<file path="config.mk">
export PLATFORM = sky130hd
export DESIGN_NAME = fir_decim_sequencer
export DESIGN_NICKNAME = d
export VERILOG_FILES = /design/src/rtl/mod_counter.sv /design/src/rtl/fir_decim_sequencer.sv
export SDC_FILE = /design/constraint.sdc
export NUM_CORES = 1
export LEC_CHECK = 0
export CAP_MARGIN = 25
export CORE_ASPECT_RATIO = 1.4
export CORE_MARGIN = 1.5
export CORE_UTILIZATION = 41
export CTS_CLUSTER_SIZE = 25
export DETAILED_ROUTE_END_ITERATION = 16
export RECOVER_POWER = 100
export SYNTH_ARGS = -nofsm -noshare
export SYNTH_HDL_FRONTEND = slang
export SYNTH_SLANG_ARGS = --single-unit
</file>
<file path="constraint.sdc">
create_clock -name clk -period 3.3 [get_ports clk]
set_input_delay 0.33 -clock clk [delete_from_list [all_inputs] [get_ports clk]]
set_output_delay 0.33 -clock clk [all_outputs]
set_load 0.02 [all_outputs]
</file>
<file path="src/rtl/mod_counter.sv">
// Modulo-MOD up-counter with synchronous clear; wrap flags the increment that returns to zero.
module mod_counter #(
    parameter int unsigned MOD = 4,
    localparam int unsigned W = (MOD > 1) ? $clog2(MOD) : 1
) (
    input  logic         clk,
    input  logic         rst_n,
    input  logic         en,
    input  logic         clr,
    output logic [W-1:0] count,
    output logic         wrap
);

    localparam logic [W-1:0] Last = W'(MOD - 1);

    logic [W-1:0] count_q;

    assign count = count_q;
    assign wrap  = en && (count_q == Last);

    // Count up on en, return to zero after MOD-1; clear wins over enable.
    always_ff @(posedge clk) begin
        if (!rst_n || clr) begin
            count_q <= '0;
        end else if (en) begin
            count_q <= wrap ? '0 : count_q + 1'b1;
        end
    end

endmodule

</file>
<file path="src/rtl/fir_decim_sequencer.sv">
// Control sequencer for the polyphase FIR decimator: writes accepted samples into the
// delay-line RAMs and, every D samples, sweeps all taps driving RAM addresses and MAC strobes.
module fir_decim_sequencer #(
    parameter int unsigned MAC_SIZE = 255,
    parameter int unsigned D        = 100,
    parameter int unsigned MAC_NUM  = 1,
    localparam int unsigned AW      = $clog2(MAC_SIZE)
) (
    input  logic          clk,
    input  logic          rst_n,
    input  logic          s_valid,
    output logic          s_ready,
    input  logic          cfg_we,
    output logic          cfg_ready,
    output logic          sample_we,
    output logic          sample_en,
    output logic [AW-1:0] sample_addr,
    output logic          coeff_en,
    output logic [AW-1:0] coeff_addr,
    output logic          c_we,
    output logic          mac_clr,
    output logic          mac_en,
    output logic          mac_done,
    output logic          busy
);

    localparam int unsigned PW = (D > 1) ? $clog2(D) : 1;

    localparam logic [1:0] IDLE  = 2'd0;
    localparam logic [1:0] SWEEP = 2'd1;
    localparam logic [1:0] DRAIN = 2'd2;
    localparam logic [1:0] DONE  = 2'd3;

    localparam logic [AW:0] MacSizeX = (AW + 1)'(MAC_SIZE);

    if (MAC_NUM < 1 || MAC_SIZE < 2 || D < 1) begin : g_bad_params
        $error("fir_decim_sequencer: MAC_NUM and D must be >= 1, MAC_SIZE >= 2");
    end

    logic [1:0]    state_q, state_d;
    logic [AW-1:0] newest_q, newest_d;
    logic          mac_en_q, mac_clr_q;

    logic          in_idle, accept, issue;
    logic [AW-1:0] wr_ptr, tap;
    logic [PW-1:0] phase;
    logic          wr_wrap, phase_wrap, tap_wrap;
    logic [AW:0]   rd_diff, rd_full;

    assign in_idle = rst_n && (state_q == IDLE);
    // Coefficient writes take priority over samples in the same cycle.
    assign accept  = in_idle && s_valid && !cfg_we;
    assign issue   = rst_n && (state_q == SWEEP);

    mod_counter #(.MOD(MAC_SIZE)) u_wr_ptr (
        .clk   (clk),
        .rst_n (rst_n),
        .en    (accept),
        .clr   (1'b0),
        .count (wr_ptr),
        .wrap  (wr_wrap)
    );

    mod_counter #(.MOD(D)) u_phase (
        .clk   (clk),
        .rst_n (rst_n),
        .en    (accept),
        .clr   (1'b0),
        .count (phase),
        .wrap  (phase_wrap)
    );

    mod_counter #(.MOD(MAC_SIZE)) u_tap (
        .clk   (clk),
        .rst_n (rst_n),
        .en    (issue),
        .clr   (phase_wrap),
        .count (tap),
        .wrap  (tap_wrap)
    );

    // Read address walks backwards from the newest sample, wrapping modulo MAC_SIZE.
    always_comb begin
        rd_diff = {1'b0, newest_q} - {1'b0, tap};
        rd_full = rd_diff[AW] ? rd_diff + MacSizeX : rd_diff;
    end

    // Next-state: IDLE -> SWEEP on the D-th sample, then MAC_SIZE issues, drain, done.
    always_comb begin
        state_d  = state_q;
        newest_d = newest_q;
        unique case (state_q)
            IDLE: begin
                if (phase_wrap) begin
                    newest_d = wr_ptr;
                    state_d  = SWEEP;
                end
            end
            SWEEP:   if (tap_wrap) state_d = DRAIN;
            DRAIN:   state_d = DONE;
            DONE:    state_d = IDLE;
            default: state_d = IDLE;
        endcase
    end

    // State and MAC strobe pipeline; strobes lag the issue by the RAM read latency.
    always_ff @(posedge clk) begin
        if (!rst_n) begin
            state_q   <= IDLE;
            newest_q  <= '0;
            mac_en_q  <= 1'b0;
            mac_clr_q <= 1'b0;
        end else begin
            state_q   <= state_d;
            newest_q  <= newest_d;
            mac_en_q  <= issue;
            mac_clr_q <= issue && (tap == '0);
        end
    end

    // Outputs are forced low while reset is asserted.
    always_comb begin
        s_ready     = in_idle && !cfg_we;
        cfg_ready   = in_idle;
        c_we        = in_idle && cfg_we;
        coeff_en    = (in_idle && cfg_we) || issue;
        sample_we   = accept;
        sample_en   = accept || issue;
        sample_addr = '0;
        coeff_addr  = '0;
        if (issue) begin
            sample_addr = rd_full[AW-1:0];
            coeff_addr  = tap;
        end else if (in_idle) begin
            sample_addr = wr_ptr;
        end
        mac_en   = rst_n && mac_en_q;
        mac_clr  = rst_n && mac_clr_q;
        mac_done = rst_n && (state_q == DONE);
        busy     = rst_n && (state_q != IDLE);
    end

    logic unused_wr_wrap;
    assign unused_wr_wrap = wr_wrap ^ phase[0];

endmodule

</file>
run_1/floorplan.png
Bar = 20 µm. Pins as bars on the die edge. Tap cells in gray.
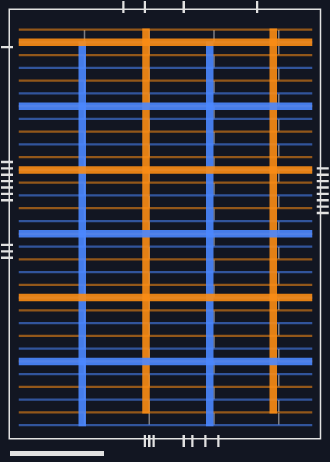
legend:
  VSS:
    color: blue
  VDD:
    color: orange
met5 straps: 6
rows: 31
tap cells: 66

run_1/class_map.png
Bar = 20 µm.
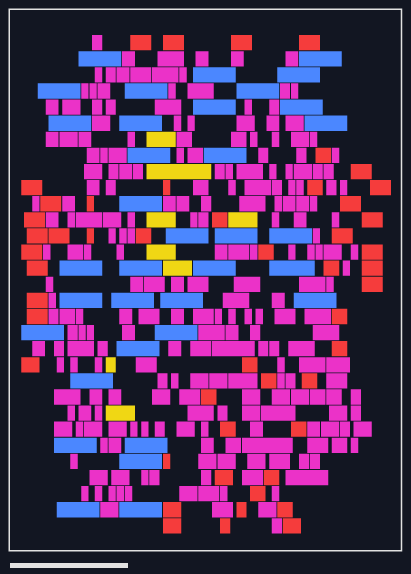
legend:
  clock drivers and dummy loads:
    color: yellow
    cells: 8
    share_of_their_area: 4.2%
  remaining logic cells:
    color: magenta
    cells: 235
    share_of_their_area: 56%
  remaining buffers and delay cells:
    color: red
    cells: 49
    share_of_their_area: 15%
  registers:
    color: blue
    cells: 35
    share_of_their_area: 25%

==> GITHUB_STEP_SUMMARY, run 1 <==
### Metrics collected by this job

| Metric | Value |
|---|---|
| Status | finished, final reports clean |
| Resized cells post-CTS | 8 |
| Synth Warn # | 0 |
| Yosys stat cell total | between 200 and 300 |
| Non-Clock Buffer Area Fraction | 14.11% |
| GR Util All Layers | 18.69% |
| Logic inverters | 16 |
| Multi-input gates | 219 |
| Synth top area share | 30.75% |
| Final instance area | 2882 µm² |
| Met1 usage | 22.56% |
| Worst Path Arrival | 2.83 ns |
| GRT overflow | 0 |
| Max_slew headroom | 43.46% |
| Crit path time final | around 3.2 ns |
| CLK BUF | 6 |
| Crit share post-route | 95.72% |
| Met2 Usage GRT | 33.08% |
| Syn_area_per_cell | 8.225 µm² |
| Seq pwr share | between 40% and 50% |
| Yosys Chip Area | between 2000 and 2500 µm² |
| Net switching power | 183.4 µW |
| RSZ-0062 raised after global routing | true |
| Seq. cell area | 701.9 µm² |
| Cts hold-fix bufs | 0 |
| Dpl cells | ~390 |
| Max FO, Critical Path | 3 |
| Tapcells | 66 |
| Filler cell count | 534 |
| Cell Rows | 31 |
| Post-synth top flop | dfxtp_1 |
| Worst Max-Slew Pin Slew | 0.8481 ns |
| CP startpoint kind | flop |
| Cell Int Power | just under 700 µW |
| Non-filler cells, final | 393 |
| CTS clk-pin slew, worst paths | 0.07 ns |
| Clock skew | between 0.004 and 0.005 ns |
| Comb group | roughly 37 µW |
| Net Sw Frac | 21.16% |
| Peak VDD IR | between 0.0002 and 0.00025 V |
| ANT cells | 0 |
| Cell chain of the critical path | inv_1, ha_1, fa_1, nand2b_4, a21oi_2, xor2_2, nor4b_4, or4b_1, a32o_1, clkbuf_2 |
| DP HPWL | 4011 µm |
| CTS buffer count | 5 |
| Vert. Die Dim | 91.21 µm |
| Comb/total area | a little over half |
| Die Size | 6020 µm² |
| Layout clock area frac | ~4.1% |
| Clk ins delay skew pair | 0.29 ns |
| Met3 usage | 2.602% |
| EDFF count, synth | 0 |
| Placed Area | 2774 µm² |
| Most frequent cells in the layout | 40 x nor2_1, 34 x dfxtp_1, 21 x nand2_1 |
| DP Worst Slack | around 0.036 ns |
| Worst setup path class | reg -> out |
| Critical-path top delay cell | or4b_1 |
| Total iterations of the first detailed-routing run | 4 |
| Clock net power | 403 µW |
| Routed wire length | 5265 µm |
| Sequential group power | 426 µW |
| GP Congestion | 0.8068 |
| Hold slack final | approximately 0.47 ns |
| IO buf count | 29 |
| Final setup margin | between 0.1 and 0.15 ns |
| Final Util | 54.63% |
| Unique cell type count in the Yosys netlist | 46 |
| Initial DRC count | approximately 50 |
| Initial Utilization | 43.19% |
| Worst hold-check path type | reg -> reg |
| Seq share, synth | 30.75% |
| # H-tree levels | 2 |
| Syn_nets | 301 |
| P&R area growth vs syn | 26.47% |
| Synthesized area | around 2300 µm² |
| Root Buffer | clkbuf_8 |
| Yosys reg bits | 35 |
| Vias | 2023 |
| Hold Vio Cnt, Final | 0 |
| Die width | 66.01 µm |
| CTS tree | yes |
| Signal buffers | approximately 49 |
| Post-synth area hogs | dfxtp_1 31%, ha_1 10%, nor2_1 6.6%, xnor2_1 5.8%, mux2i_1 4.4% |
| Max incr delay on CP | 0.47 ns |
| Async S/R FF share, synth | 0% |
| Core box area | about 5300 µm² |
| FFs & Latches | 35 |
| Worst EP required | 2.97 ns |
| Top power group | sequential cells |
| TNS Setup | 0 ns |
| Vias per cell | 5.148 |
| Max-cap violations | 0 |
| PwrDens | 300.9 nW/µm² |
| Comb power frac | 4.3% |
| Initial antenna violation count | 0 |
| Final Max Tran Viols | 0 |
| CTS Sinks | 35 |
| Global-route wire length before repair | 8901 µm |
| Largest net degree at the start of global routing | 25 |
| Seq/total area | 24.36% |
| Static Leak | approximately 0.0011 µW |
| # Post-CTS Setup Buffers | 0 |
| DRC Markers | 0 |
| Tot Pwr | 866.9 µW |
| Nets | approximately 350 |
| Setup violations, final | 0 |
| Routed Antenna Nets | 0 |
| Tool warnings | 34 |
| Top cell category | multi-input combinational cells |
| Yosys top cell by area | dfxtp_1 |
| Setup crit end kind | output port |
| Most Used Layer, Global Route | met2 |
| MI comb area | 1513 µm² |
| Share of cells above drive strength 1 | 12.23% |
| Clock buffer depth | 2 |
| WL/cell | about 13 µm |
| Max frequency | between 300 and 400 MHz |
| Vias in the first global route | 1991 |
| Commonest Layout Cell | nor2_1 |
| Gate Count Post-Synth | 277 |
run_1/clock_wires.png
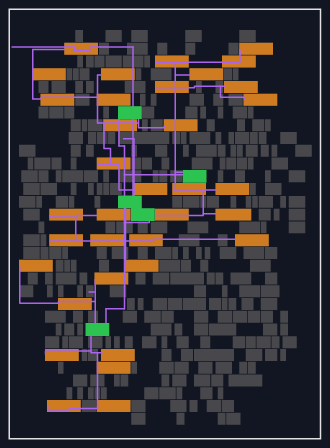
legend:
  flip-flops:
    color: orange
    count: 35
  clock-net drivers:
    color: green
    count: 5
  clock wires:
    color: purple
    length: 498 µm
routed clock nets: 6

## run 1: critical path, delay by kind of cell, from the launching register on
kind / cells / cell delay, ns
AOI/OAI and AO/OA: 2 / 0.44
xor gates and xnor gates: 1 / 0.11
adders and majority gates: 2 / 0.60
buffers and inverters: 2 / 0.19
DFF: 1 / 0.33
and+or+nand+nor: 3 / 0.88
## run 1: final timing paths
kind | end | cells after the start | slack [ns] | startpoint
max | sample_addr[7] | 10 | 0.14 | newest_q[0]$_SDFFE_PN0P_
min | mac_clr_q$_SDFF_PN0_ | 1 | 0.47 | u_tap.count[4]$_SDFFE_PP0P_
max reg2reg | u_tap.count[4]$_SDFFE_PP0P_ | 11 | 0.45 | state_q[0]$_SDFFE_PN0P_
min reg2reg | mac_clr_q$_SDFF_PN0_ | 1 | 0.47 | u_tap.count[4]$_SDFFE_PP0P_
## run 1: logic make-up (layout without fill, tap and decap cells)
logic type               after synthesis  count (layout)  share of synthesized area, %
buffers and inverters                 23              73                         3.843
XOR/XNOR                              25              25                         9.610
multiplexers                          10              10                         4.393
adder cells (fa/ha/maj)               20              20                         11.31
AND-OR/OR-AND                         41              41                         12.47
AND/OR/NAND/NOR                      123             123                         27.62
flip-flops                            35              35                         30.75
## run 1: cells in the mapped netlist (all sizes together), types with 2 or more instances
master   n
xor2    10
nand2b   3
nor2    40
and3     3
nor2b   12
ha      19
a21oi   10
nor4b    2
inv     15
nor3    10
nand2   21
or2      3
o21ai   11
nor4     2
a21boi   2
and2     5
nand3    8
clkbuf   6
mux2i   10
a22o     2
dfxtp   35
or3      3
o21a     3
xnor2   15
nand4    8
o31ai    2
## run 1: routing by layer
metal / routed length [µm] / vias up
met5: 0 / -
met4: 78 / 0
met2: 2573 / 36
li1: - / 1051
met3: 170 / 9
met1: 2443 / 927
run_1/placed.png
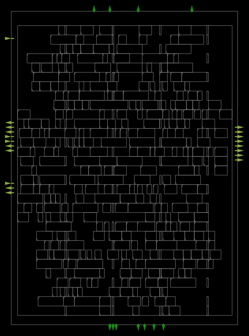

==> run 2: changes to the inputs <==
--- a/config.mk
+++ b/config.mk
@@ -10,5 +10,6 @@
 export CORE_MARGIN = 1.5
-export CORE_UTILIZATION = 41
+export CORE_UTILIZATION = 55
 export CTS_CLUSTER_SIZE = 25
 export DETAILED_ROUTE_END_ITERATION = 16
+export PLACE_DENSITY = 0.8
 export RECOVER_POWER = 100
--- a/constraint.sdc
+++ b/constraint.sdc
@@ -3,2 +3,2 @@
 set_output_delay 0.33 -clock clk [all_outputs]
-set_load 0.02 [all_outputs]
+set_load 0.1 [all_outputs]
run_2/placed.png
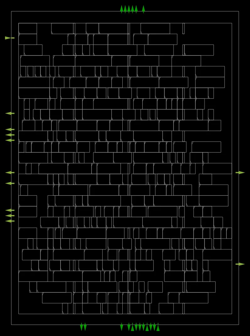
FFs & Latches: 35
Seq/total area: 24.55%
Cell Rows: 27
Final Util: 72.59%
core box area: 3953 µm²

run_2/layers.png
Bar = 20 µm. Two of the layers only.
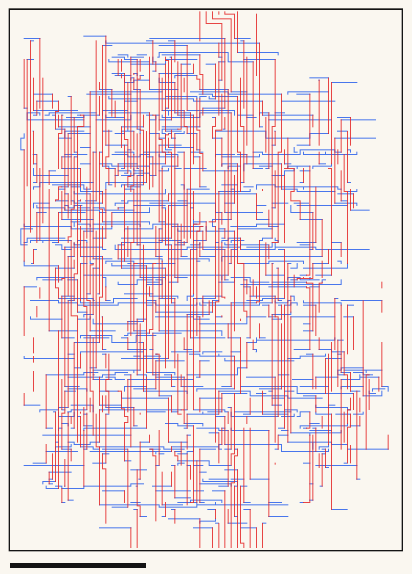
legend:
  M1:
    color: blue
    wire_length: 2260 µm
  M2:
    color: red
    wire_length: 3000 µm

==> run 2 against run 1 <==
Count of clock-buffer cells in the layout grew 1. Sequential cell count unchanged. Synthesized area did not move. Largest power group unchanged. Setup slack got worse by 0.092 ns.
==> GITHUB_STEP_SUMMARY, run 2 <==
### Metrics collected by this job

| Metric | Value |
|---|---|
| Status | finished, final reports clean |
| Total iterations of the first detailed-routing run | 4 (unchanged) |
| Max_slew headroom | 22.54% (-21 points) |
| Synthesized area | 2278 µm² (unchanged) |
| Routed Antenna Nets | 0 (unchanged) |
| PwrDens | 273.1 nW/µm² (-9.2%) |
| CTS buffer count | 5 (unchanged) |
| Vias | 2074 (+2.5%) |
| Clock power share | a little under two fifths |
| CTS Sinks | 35 (unchanged) |
| Setup violations, final | 0 (unchanged) |
| ANT cells | 0 (unchanged) |
| Net switching power | 197.2 µW (+7.5%) |
| IO buf count | 29 (unchanged) |
| Cell Int Power | 586.5 µW (-14%) |
| Non-filler cells, final | 358 (-8.9%) |
| Yosys Chip Area | 2278 µm² (unchanged) |
| Worst setup path class | reg -> out |
| CTS clk-pin slew, worst paths | 0.07 ns (about the same) |
| Setup crit end kind | output port |
| Vias per cell | 5.793 (+13%) |
| Clock net power | 295 µW (-27%) |
| Hold Crit Start | u_tap.count[4]$_SDFFE_PP0P_ |
| Share of cells above drive strength 1 | 17.14% (+4.9 points) |
| Syn_area_per_cell | 8.225 µm² (unchanged) |
| Clock buffer depth | 2 (unchanged) |
| Max FO, Critical Path | 3 (unchanged) |
| GP Congestion | 0.8260 (+2.4%) |
| Clk ins delay skew pair | 0.28 ns (about the same) |
| Max frequency | 307.7 MHz (-2.8%) |
| Vias in the first global route | 2135 (+7.2%) |
| Placed Area | 2811 µm² (+1.4%) |
| P&R area growth vs syn | 25.92% |
| Largest net degree at the start of global routing | 26 (+4.0%) |
| Worst EP required | 2.97 ns (about the same) |
| Post-synth top flop | dfxtp_1 |
| Post-synth area hogs | dfxtp_1 31%, ha_1 10%, nor2_1 6.6%, xnor2_1 5.8%, mux2i_1 4.4% |
| Filler cell count | 307 (-43%) |
| Seq pwr share | 54.4% (+5.2 points) |
| R2R Path Start | state_q[0]$_SDFFE_PN0P_ |
| TNS Setup | 0 ns (unchanged) |
| Worst Max-Slew Pin Slew | 1.167 ns (+0.3188 ns) |
| Crit share post-route | 98.49% (+2.8 points) |
| Commonest Layout Cell | nor2_1 |
| Clock skew | 0.003340 ns (-0.001227 ns) |
| Die width | 57.40 µm (-13%) |
| Nets | 338 (-3.4%) |
| DP HPWL | 4150 µm (+3.5%) |
| Dpl cells | 346 (-10%) |
| Top cells by count, synth | 40 x nor2_1, 35 x dfxtp_1, 21 x nand2_1 |
| CTS tree | yes |
| Crit path from | newest_q[0]$_SDFFE_PN0P_ |
| Initial antenna violation count | 0 (unchanged) |
| Most frequent cells in the layout | 39 x nor2_1, 32 x dfxtp_1, 21 x nand2_1 |
| # H-tree levels | 2 (unchanged) |
| MI comb area | 1582 µm² (+4.5%) |
| Tool warnings | 34 (unchanged) |
| Die Size | 4543 µm² (-25%) |
| Synth Warn # | 0 (unchanged) |
| Net Sw Frac | 25.16% (+4.0 points) |
| Comb power frac | 7.9% (+3.6 points) |
| Yosys top cell by area | dfxtp_1 |
| Vert. Die Dim | 79.16 µm (-13%) |
| EDFF count, synth | 0 (unchanged) |
| GRT overflow | 0 (unchanged) |
| R2R setup slack | 0.97 ns (+0.52 ns) |
| Yosys reg bits | 35 (unchanged) |
| WL/cell | 15.59 µm (+16%) |
| # IOs | 30 |
| Tot Pwr | 783.7 µW (-9.6%) |
| Crit path time final | 3.250 ns (+0.09151 ns) |
| Hold slack final | 0.4823 ns (+0.01342 ns) |
| Initial DRC count | 90 (+80%) |
| RSZ-0062 raised after global routing | true |
| Static Leak | 0.001160 µW (+2.4%) |
| CP startpoint kind | flop |
| Top power group | sequential cells |
| DP Worst Slack | 0.1902 ns (+0.1547 ns) |
| Worst Path Arrival | 2.92 ns (+0.09 ns) |
| Async S/R FF share, synth | 0% (unchanged) |
| Seq share, synth | 30.75% (unchanged) |
| Final setup margin | 0.04971 ns (-0.09151 ns) |
| Sequential group power | 427 µW (about the same) |
| Max-cap violations | 0 (unchanged) |
| Comb group | 62.0 µW (+66%) |
| Yosys stat cell total | 277 (unchanged) |
| Root Buffer | clkbuf_8 |
| Syn_nets | 301 (unchanged) |
| Peak VDD IR | 0.0003559 V (+56%) |
| Top-count cell post-synth | nor2_1 |
| Gate Count Post-Synth | 277 (unchanged) |
| Unique cell type count in the Yosys netlist | 46 (unchanged) |
| Final instance area | 2869 µm² (-0.43%) |
| Worst hold-check path type | reg -> reg |
| Global-route wire length before repair | 9404 µm (+5.7%) |
| Initial Utilization | 57.64% (+14 points) |
| GR Util All Layers | 26.31% (+7.6 points) |
| Seq. cell area | 704.4 µm² (+0.36%) |
| Hold Vio Cnt, Final | 0 (unchanged) |
| Routed wire length | 5583 µm (+6.0%) |
| Final Max Tran Viols | 0 (unchanged) |
| DRC Markers | 0 (unchanged) |
| Synth top area share | 30.75% (unchanged) |
## run 2: cell families (layout without fill, tap and decap cells)
| group | count (synthesis) | after routing | share of synthesized area, % |
|---|---|---|---|
| simple gates | 123 | 123 | 27.62 |
| compound gates | 41 | 41 | 12.47 |
| flops | 35 | 35 | 30.75 |
| xor+xnor | 25 | 25 | 9.610 |
| buf+inv | 23 | 61 | 3.843 |
| fa+ha+maj | 20 | 20 | 11.31 |
| mux | 10 | 10 | 4.393 |
## run 2: repair_timing
item / in CTS / in global routing
hold buffers: 0 / 0
setup endpoints to repair: 2 / 2
pin swaps: 3 / 0
gates resized: 8 / 14
buffers inserted: 3 / 1
## run 2: worst paths after layout
path,endpoint,depth (start not counted)
setup / recovery,sample_addr[7],10
hold / removal,mac_clr_q$_SDFF_PN0_,1
setup reg to reg,newest_q[0]$_SDFFE_PN0P_,10
hold reg to reg,mac_clr_q$_SDFF_PN0_,1
## run 2: critical path: stages, from the launching register on
cell and delay (ns):
dfxtp_1 0.33, inv_1 0.05, ha_1 0.21, fa_2 0.38
nand2b_4 0.18, a21oi_4 0.18, xor2_2 0.12, nor4b_4 0.25
or4b_4 0.48, a32o_2 0.29, buf_12 0.17
## run 2: cell type report
type / count / area share (%)
inverters: 16 / 2.093
flip-flops and latches: 35 / 24.55
clock buffers: 7 / 2.660
multi-input cells: 219 / 55.12
clock inverters: 1 / 0.1744
repair buffers: 37 / 13.52
well taps: 43 / 1.875
## run 2: routing by layer
layer	global-route usage, %	up-vias	share of wire, %
li1	-	1025	-
met1	27.78	998	41
met2	47.50	38	54
met3	5.537	13	2.9
met4	13.95	0	2.8
met5	0	-	0
No activity file was given, so power comes from the tool's default toggle rates.
